<file path="config.mk">
export PLATFORM = sky130hd
export DESIGN_NAME = clk_lock_ctrl
export DESIGN_NICKNAME = d
export VERILOG_FILES = /design/src/rtl/video_clk_pkg.sv /design/src/rtl/sync_2ff.sv /design/src/rtl/clk_lock_ctrl.sv
export SDC_FILE = /design/constraint.sdc
export NUM_CORES = 1
export LEC_CHECK = 0
export CAP_MARGIN = 10
export CORE_MARGIN = 10
export CORE_UTILIZATION = 57
export DETAILED_ROUTE_END_ITERATION = 8
export PLACE_DENSITY = 0.81
export SYNTH_ARGS = -nofsm -noshare
export SYNTH_HDL_FRONTEND = slang
export SYNTH_HIERARCHICAL = 1
export SYNTH_SLANG_ARGS = --single-unit
</file>
<file path="constraint.sdc">
create_clock -name clk -period 3.8 [get_ports clk]
set_input_delay 0.76 -clock clk [delete_from_list [all_inputs] [get_ports clk]]
set_output_delay 0.76 -clock clk [all_outputs]
set_load 0.05 [all_outputs]
</file>
<file path="src/rtl/video_clk_pkg.sv">
// Shared definitions for the pixel-clock domain: lock-controller state and
// default MMCM sequencing constants, also used by the video timing blocks.
package video_clk_pkg;

  typedef enum logic [2:0] {
    RST_ASSERT = 3'd0,
    WAIT_LOCK  = 3'd1,
    SETTLE     = 3'd2,
    RUNNING    = 3'd3,
    FAULT      = 3'd4
  } state_e;

  localparam int DEF_RST_CYCLES    = 16;
  localparam int DEF_LOCK_TIMEOUT  = 100000;  // 1 ms at 100 MHz
  localparam int DEF_SETTLE_CYCLES = 1024;
  localparam int DEF_MAX_RETRIES   = 3;

endpackage

</file>
<file path="src/rtl/sync_2ff.sv">
// Single-bit two-flop synchronizer for slow level signals (locked, vsync)
// entering the clk domain. Flops clear on synchronous reset.
module sync_2ff (
  input  logic clk,
  input  logic rst,
  input  logic d,
  output logic q
);

  logic meta;

  always_ff @(posedge clk) begin
    if (rst) begin
      meta <= 1'b0;
      q    <= 1'b0;
    end else begin
      meta <= d;
      q    <= meta;
    end
  end

endmodule

</file>
<file path="src/rtl/clk_lock_ctrl.sv">
// MMCM reset sequencer and lock supervisor: pulses mmcm_rst, qualifies the
// synchronized LOCKED over a settle window, then releases the video pipeline.
module clk_lock_ctrl
  import video_clk_pkg::*;
#(
  parameter int RST_CYCLES    = DEF_RST_CYCLES,
  parameter int LOCK_TIMEOUT  = DEF_LOCK_TIMEOUT,
  parameter int SETTLE_CYCLES = DEF_SETTLE_CYCLES,
  parameter int MAX_RETRIES   = DEF_MAX_RETRIES,
  parameter int CNT_W         = $clog2(LOCK_TIMEOUT + 1)
) (
  input  logic       clk,
  input  logic       rst,
  input  logic       locked,
  input  logic       relock_req,
  output logic       mmcm_rst,
  output logic       clocks_ok,
  output logic       pix_rst,
  output logic       fault,
  output logic [1:0] retry_cnt,
  output logic [7:0] lost_lock_cnt,
  output state_e     state_dbg
);

  // Handshake with the clock generator: mmcm_rst high requests a reset; the
  // generator answers with locked, which is trusted only after crossing the
  // synchronizer and staying high for SETTLE_CYCLES consecutive cycles.

  localparam logic [CNT_W-1:0] RST_LAST    = CNT_W'(RST_CYCLES - 1);
  localparam logic [CNT_W-1:0] TIMEOUT_LAST = CNT_W'(LOCK_TIMEOUT - 1);
  localparam logic [CNT_W-1:0] SETTLE_LAST = CNT_W'(SETTLE_CYCLES - 1);
  localparam logic [1:0]       RETRY_LIMIT = 2'(MAX_RETRIES);

  state_e           state, state_nxt;
  logic [CNT_W-1:0] cnt, cnt_nxt;
  logic [1:0]       retry_nxt;
  logic [7:0]       lost_nxt;
  logic             locked_s;
  logic             mmcm_rst_nxt, clocks_ok_nxt, fault_nxt;

  sync_2ff u_lock_sync (
    .clk (clk),
    .rst (rst),
    .d   (locked),
    .q   (locked_s)
  );

  always_comb begin
    state_nxt = state;
    cnt_nxt   = cnt;
    retry_nxt = retry_cnt;
    lost_nxt  = lost_lock_cnt;

    if (relock_req) begin
      state_nxt = RST_ASSERT;
      cnt_nxt   = '0;
      retry_nxt = 2'd0;
    end else begin
      case (state)
        RST_ASSERT: begin
          if (cnt == RST_LAST) begin
            state_nxt = WAIT_LOCK;
            cnt_nxt   = '0;
          end else begin
            cnt_nxt = cnt + CNT_W'(1);
          end
        end
        WAIT_LOCK: begin
          // A lock arriving on the timeout cycle takes precedence
          if (locked_s) begin
            state_nxt = SETTLE;
            cnt_nxt   = '0;
          end else if (cnt == TIMEOUT_LAST) begin
            retry_nxt = retry_cnt + 2'd1;
            state_nxt = (retry_nxt == RETRY_LIMIT) ? FAULT : RST_ASSERT;
            cnt_nxt   = '0;
          end else begin
            cnt_nxt = cnt + CNT_W'(1);
          end
        end
        SETTLE: begin
          if (!locked_s) begin
            state_nxt = WAIT_LOCK;
            cnt_nxt   = '0;
          end else if (cnt == SETTLE_LAST) begin
            state_nxt = RUNNING;
            cnt_nxt   = '0;
            retry_nxt = 2'd0;
          end else begin
            cnt_nxt = cnt + CNT_W'(1);
          end
        end
        RUNNING: begin
          if (!locked_s) begin
            state_nxt = RST_ASSERT;
            cnt_nxt   = '0;
            if (lost_lock_cnt != 8'hFF) lost_nxt = lost_lock_cnt + 8'd1;
          end
        end
        FAULT: begin
          cnt_nxt = '0;
        end
        default: begin
          state_nxt = RST_ASSERT;
          cnt_nxt   = '0;
        end
      endcase
    end
  end

  // Outputs are registered from the next-state decode so they track state
  always_comb begin
    mmcm_rst_nxt  = (state_nxt == RST_ASSERT) || (state_nxt == FAULT);
    clocks_ok_nxt = (state_nxt == RUNNING);
    fault_nxt     = (state_nxt == FAULT);
  end

  always_ff @(posedge clk) begin
    if (rst) begin
      state         <= RST_ASSERT;
      cnt           <= '0;
      retry_cnt     <= 2'd0;
      lost_lock_cnt <= 8'd0;
      mmcm_rst      <= 1'b1;
      clocks_ok     <= 1'b0;
      pix_rst       <= 1'b1;
      fault         <= 1'b0;
    end else begin
      state         <= state_nxt;
      cnt           <= cnt_nxt;
      retry_cnt     <= retry_nxt;
      lost_lock_cnt <= lost_nxt;
      mmcm_rst      <= mmcm_rst_nxt;
      clocks_ok     <= clocks_ok_nxt;
      pix_rst       <= ~clocks_ok_nxt;
      fault         <= fault_nxt;
    end
  end

  assign state_dbg = state;

endmodule

</file>
Figure 1. Logic cells by family.
(4 px per um)
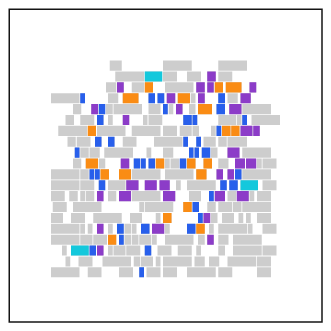
and/or cells -> orange  # cells 20
aoi and oai cells -> purple  # cells 33, most used o21ai_0
fa/ha/maj cells -> cyan  # cells 3, most used ha_1
nand cells -> blue  # cells 40, where center

Figure 2. Routed metal, one color a layer.
(4 px per um) Two of the layers only.
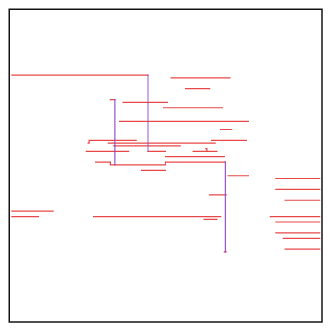
M3 -> red  # wire length 402 um
M4 -> purple  # wire length 57.8 um

==> run_summary.xml <==
<?xml version="1.0" encoding="UTF-8"?>
<metrics>
  <group name="outcome">
    <metric name="status" unit="">finished clean</metric>
  </group>
  <group name="yosys">
    <metric name="synth.top_cells.by_area" unit="">sky130_fd_sc_hd__dfxtp_1, sky130_fd_sc_hd__nand3_1, sky130_fd_sc_hd__xnor2_1</metric>
    <metric name="synthesis.area" unit="um^2">1910</metric>
    <metric name="synthesis.instances" unit="">229</metric>
    <metric name="synth-xor-area-share" unit="%">4.60</metric>
    <metric name="netlist.area_leader.share" unit="%">37.8</metric>
    <metric name="post_synth_ao_oa_area_fraction" unit="%">17.6</metric>
    <metric name="synth.yosys.chip_area" unit="um^2">1910</metric>
    <metric name="fraction_of_the_mapped_netlist_area_in_adder_cells" unit="%">1.97</metric>
    <metric name="post_synth_edffs" unit="">0</metric>
    <metric name="syn-mean-instance-area" unit="um^2">8.32</metric>
    <metric name="synth-simple-area-share" unit="%">30.9</metric>
  </group>
  <group name="layout">
    <metric name="final_core_util" unit="%">68.8</metric>
    <metric name="layout.nets" unit="">249</metric>
    <metric name="area_delta_synth_final" unit="%">12.9</metric>
    <metric name="antenna_cells_inserted" unit="">0</metric>
    <metric name="buffering_overhead" unit="%">9.31</metric>
  </group>
  <group name="global_routing">
    <metric name="grt_overflow" unit="">0</metric>
    <metric name="gr-usage-all-layers" unit="%">14.7</metric>
  </group>
  <group name="place">
    <metric name="post_placement_cell_count" unit="">279</metric>
    <metric name="place_congestion" unit="">0.844</metric>
  </group>
  <group name="floorplan">
    <metric name="floorplanUtilization" unit="%">60.9</metric>
  </group>
  <group name="routing">
    <metric name="ant_nets" unit="">0</metric>
    <metric name="routed-via-count" unit="">1775</metric>
    <metric name="wl_per_cell" unit="um">15.4</metric>
  </group>
  <group name="pwr">
    <metric name="cell_internal_pwr" unit="uW">478</metric>
    <metric name="powerDensity" unit="nW/um^2">287</metric>
  </group>
  <group name="clocking">
    <metric name="postCtsSetupBuffers" unit="">0</metric>
    <metric name="cts_inserted_buffers" unit="">5</metric>
  </group>
  <group name="final_timing">
    <metric name="final-setup-viol-count" unit="">0</metric>
    <metric name="finalClockPeriodUsage" unit="%">68.7</metric>
    <metric name="max_freq" unit="MHz">383</metric>
    <metric name="final_max_slew_viol_count" unit="">0</metric>
  </group>
  <group name="critical_path">
    <metric name="path_buffers" unit="">0</metric>
    <metric name="path_cells" unit="">ha_1, nand4_1, nor4_2, a21oi_1, or3_4, a32o_1</metric>
    <metric name="crit_path_max_incr_delay" unit="ns">0.53</metric>
    <metric name="end_kind" unit="">flop</metric>
  </group>
</metrics>
Figure 3. I/O pins on the die edge.
(4 px per um) Pins as bars across the die edge, other pins in gray.
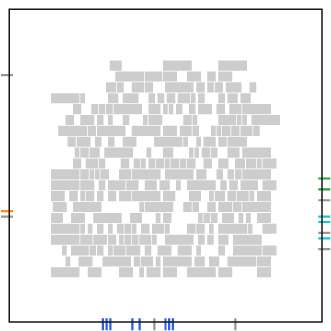
lost_lock_cnt -> blue  # pins 8, direction output, edge south
rst -> orange  # pins 1, direction input, edge west
state_dbg -> cyan  # pins 3, direction output, edge east
retry_cnt -> green  # pins 2, direction output, edge east
die width: 77.8 um
floorplan die height: 77.8 um
number of buffers added on ports: 20

Figure 4. Routed clock nets over the placement.
(6 px per um)
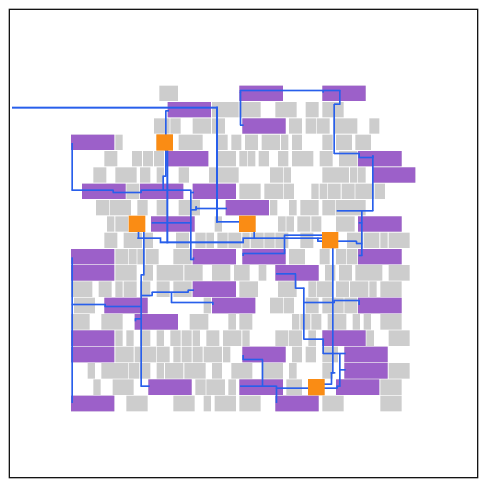
clock wires -> blue  # length 455 um
flip-flops -> purple  # count 36
clock-net drivers -> orange  # count 5
routed clock nets = 6
later-pin clock latency in the skew report: 0.35 ns
clock share of power: 35.3%

==> layer usage <==
| layer | wire length, um | vias to the layer above | part of all wire (%) | GRT usage [%] |
|---|---|---|---|---|
| met1 | 1900 | 829 | 43 | 17.9 |
| met4 | 57 | 0 | 1.3 | 4.56 |
| met5 | 0 | - | 0 | 0 |
| li1 | - | 879 | - | - |
| met3 | 401 | 6 | 9.1 | 4.61 |
| met2 | 2050 | 61 | 46 | 24.0 |
==> metrics by stage <==
step / setup slack, ns / cell area, um^2
global placement: 1.19 / 2090
detailed placement: 1.14 / 2090
finish: 1.19 / 2150
floorplan: 1.56 / 1910
CTS: 1.20 / 2150
global route: 1.03 / 2150
==> cell usage in the layout, fill, tap and decap left out, types with 5 or more instances in the layout <==
master and count:
sky130_fd_sc_hd__nor2_1 20, sky130_fd_sc_hd__inv_1 7, sky130_fd_sc_hd__xnor2_1 9, sky130_fd_sc_hd__nor2b_1 5
sky130_fd_sc_hd__clkbuf_4 5, sky130_fd_sc_hd__nand2_1 17, sky130_fd_sc_hd__nor3_1 12, sky130_fd_sc_hd__nand3_1 17
sky130_fd_sc_hd__a21oi_1 6, sky130_fd_sc_hd__o21ai_0 9, sky130_fd_sc_hd__nor4_1 9, sky130_fd_sc_hd__dfxtp_1 36
sky130_fd_sc_hd__clkdlybuf4s50_1 20
==> power groups by stage <==
stage	sequential, uW	combinational [uW]	clock [uW]
6_report	383	17.5	218
5_1_grt	383	18.9	234
3_5_place_dp	391	17.3	0
4_1_cts	383	17.3	223
3_3_place_gp	391	16.6	0
2_1_floorplan	390	12.3	0
==> final timing paths <==
check	end	slack (ns)	cells past startpoint
setup / recovery	cnt[12]	1.19	6
hold reg to reg	u_lock_sync/q	0.46	1
hold / removal	u_lock_sync/q	0.46	1
setup reg to reg	cnt[12]	1.19	6
Power is estimated from default activity; no workload was simulated.
